Fig. 1: metal 1
Cells faint in the background.
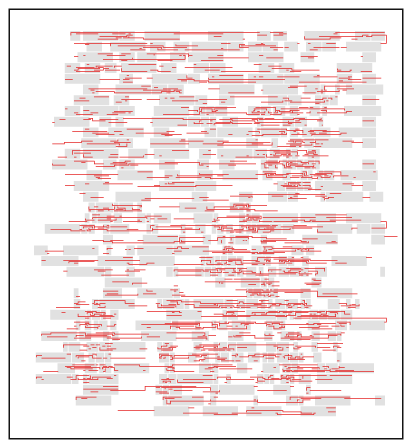
Fig. 2: M2 wires
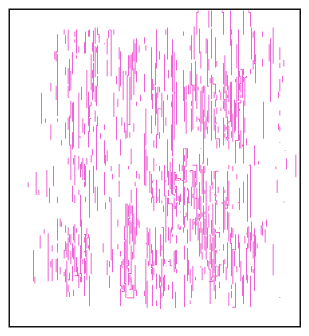
Fig. 3: metal 3
Cells faint in the background.
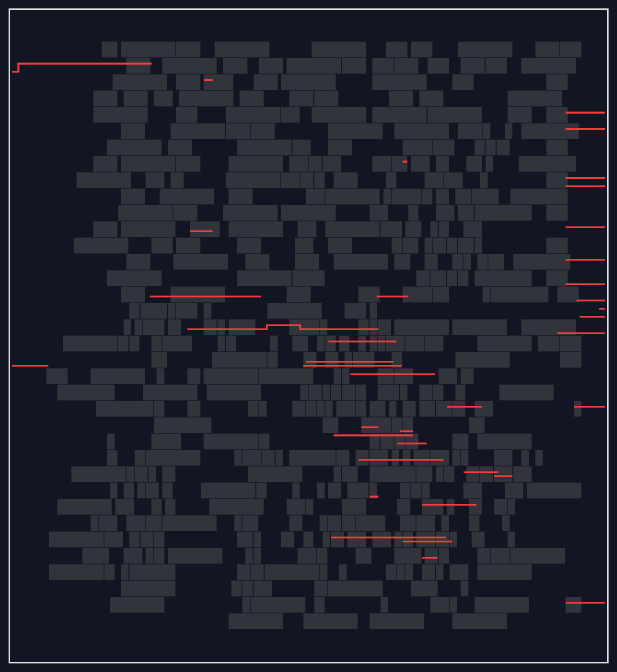
==> config.mk <==
export PLATFORM = sky130hd
export DESIGN_NAME = ir_nec_receiver
export DESIGN_NICKNAME = d
export VERILOG_FILES = /design/src/rtl/ir_nec_receiver.sv
export SDC_FILE = /design/constraint.sdc
export NUM_CORES = 1
export LEC_CHECK = 0
export ABC_CLOCK_PERIOD_IN_PS = 4460
export CAP_MARGIN = 25
export CORE_ASPECT_RATIO = 1.1
export CORE_MARGIN = 4
export CORE_UTILIZATION = 50
export CTS_CLUSTER_DIAMETER = 100
export CTS_CLUSTER_SIZE = 8
export DETAILED_ROUTE_END_ITERATION = 8
export GPL_ROUTABILITY_DRIVEN = 0
export PLACE_DENSITY = 0.65
export REMOVE_ABC_BUFFERS = 1
export SYNTH_ARGS = -nofsm -noshare
export SYNTH_HDL_FRONTEND = slang
export SYNTH_SLANG_ARGS = --single-unit
export TNS_END_PERCENT = 30
==> constraint.sdc <==
create_clock -name clk -period 4.46 [get_ports clk]
set_input_delay 0.892 -clock clk [delete_from_list [all_inputs] [get_ports clk]]
set_output_delay 0.892 -clock clk [all_outputs]
set_load 0.02 [all_outputs]
==> results.json <==
{
  "cp.required_ns": 4.70,
  "fin_crit_sh_pct": 60.2,
  "fp.dieH_um": 109,
  "ys_chip_area_mm2": 0.00460,
  "leakage_uw": 0.00228,
  "avgViaCountPerCell": 5.75,
  "ys_types": 65,
  "synth_area_per_cell_um2": 10.5,
  "cts_tree": "done",
  "drtPass1Iterations": 4,
  "drc_errors": 0,
  "antenna_left": 0,
  "dieArea_mm2": 0.0108,
  "status": "finished, final reports clean",
  "intPower_uw": 1050,
  "post_drt_wl_per_cell_um": 15.1,
  "topCellsByArea": "dfrtp_1 (43%), mux2_2 (9.3%), dfstp_2 (5.7%), xor2_1 (3.2%), nand2_1 (3.1%)",
  "grt_setup_unrepaired": "false",
  "warnings": 26,
  "async_flop_share_pct": 100,
  "p_sw_uw": 348,
  "ys_warn_count": 0,
  "swShare_pct": 24.8,
  "p_clk_share_pct": 35.2,
  "dp_hpwl_mm": 5.79
}
## Picture notes: Fig. 1
share of all routed wire = 50%
nets with wire on the layer = 415
main direction = horizontal
longest straight run = 47.8 um
wire length on this layer = 4,220 um
Vias: 3,233
met1 Use GR: 24.2%
final WL: 8.51 mm

## Picture notes: Fig. 2
longest straight run = 29.9 um
wire length on this layer = 3,870 um
main direction = vertical
met2 Usage GRT: 26.2%

## Picture notes: Fig. 3
share of all routed wire = 3.6%
longest straight run = 22.1 um
wire length on this layer = 305 um
nets with wire on the layer = 31
main direction = horizontal
met3 Use GR: 2.32%

## final cells by class
| cell class | count | area [um^2] |
|---|---|---|
| fill | 766 | 3930 |
| sequential | 89 | 2240 |
| multi-input combinational | 314 | 2190 |
| timing repair buffer | 22 | 220 |
| tap | 114 | 143 |
| clock buffer | 10 | 138 |
| clock inverter | 5 | 31.3 |
| inverter | 8 | 30.0 |
## cells in the final DEF, fill, tap and decap left out, types with 6 or more instances in the layout
| cell | netlist | final |
|---|---|---|
| nand4_1 | 14 | 14 |
| nand3_1 | 19 | 19 |
| dfstp_2 | 10 | 10 |
| nor2b_1 | 8 | 8 |
| a21oi_1 | 7 | 7 |
| or3_1 | 9 | 9 |
| mux2_2 | 38 | 38 |
| clkdlybuf4s50_1 | 0 | 19 |
| dfrtp_1 | 79 | 79 |
| nand2_1 | 38 | 38 |
| clkbuf_8 | 0 | 10 |
| inv_1 | 8 | 8 |
| nor3_1 | 10 | 10 |
| o211ai_1 | 6 | 6 |
| xor2_1 | 17 | 17 |
| o21ai_0 | 20 | 20 |
| xnor2_1 | 7 | 7 |
| nor2_1 | 34 | 34 |
## per-layer routing
| metal | up-vias | part of all wire (%) | wire length, um |
|---|---|---|---|
| li1 | 1593 | - | - |
| met2 | 56 | 45 | 3870 |
| met4 | 0 | 1.4 | 119 |
| met1 | 1574 | 50 | 4220 |
| met3 | 10 | 3.6 | 305 |
| met5 | - | 0 | 0 |
## power groups by stage
stage,clock [uW],combinational (uW),sequential [uW]
floorplan,0,41.6,846
global placement,0,73.9,849
detailed placement,0,74.3,848
CTS,513,74.7,833
global route,545,86.3,837
finish,494,74.2,833
## cells by family (layout without fill, tap and decap cells)
kind of cell / after synthesis / in the layout / synth area share, %
AND/OR/NAND/NOR: 174 / 174 / 21.1
XOR/XNOR: 24 / 24 / 4.57
adder cells (fa/ha/maj): 5 / 5 / 1.36
other: 1 / 1 / 0.0816
multiplexers: 41 / 41 / 9.99
AND-OR/OR-AND: 69 / 69 / 10.5
flip-flops: 89 / 89 / 48.7
buffers and inverters: 34 / 45 / 3.67
## synth_stat cells (all sizes together) (2+ instances only)
library cell and instances:
dfrtp 79, mux2 39, nand2 39, nor2 34, nand3 20, o21ai 20, xor2 17, nand4 14
buf 13, clkbuf 13, dfstp 10, nor3 10, or3 9, inv 8, nor2b 8, a21oi 7
xnor2 7, nor4 6, o211ai 6, ha 5, nand2b 5, o21a 5, nand3b 4, nand4b 4
nor3b 4, a31oi 3, and3 3, nor4b 3, o31ai 3, or2 3, a211o 2, a21boi 2
a22o 2, and4 2, and4b 2, mux2i 2, o2111ai 2, o211a 2, o221ai 2
## metrics by stage
| step | hold WS (ns) | setup slack, ns |
|---|---|---|
| CTS | 0.359 | 1.76 |
| global placement | 0.346 | 1.63 |
| detailed placement | 0.347 | 1.78 |
| global route | 0.361 | 1.53 |
| floorplan | 0.345 | 1.99 |
| finish | 0.358 | 1.78 |
Power figures rest on the tool's default switching activity, not on a simulated workload.
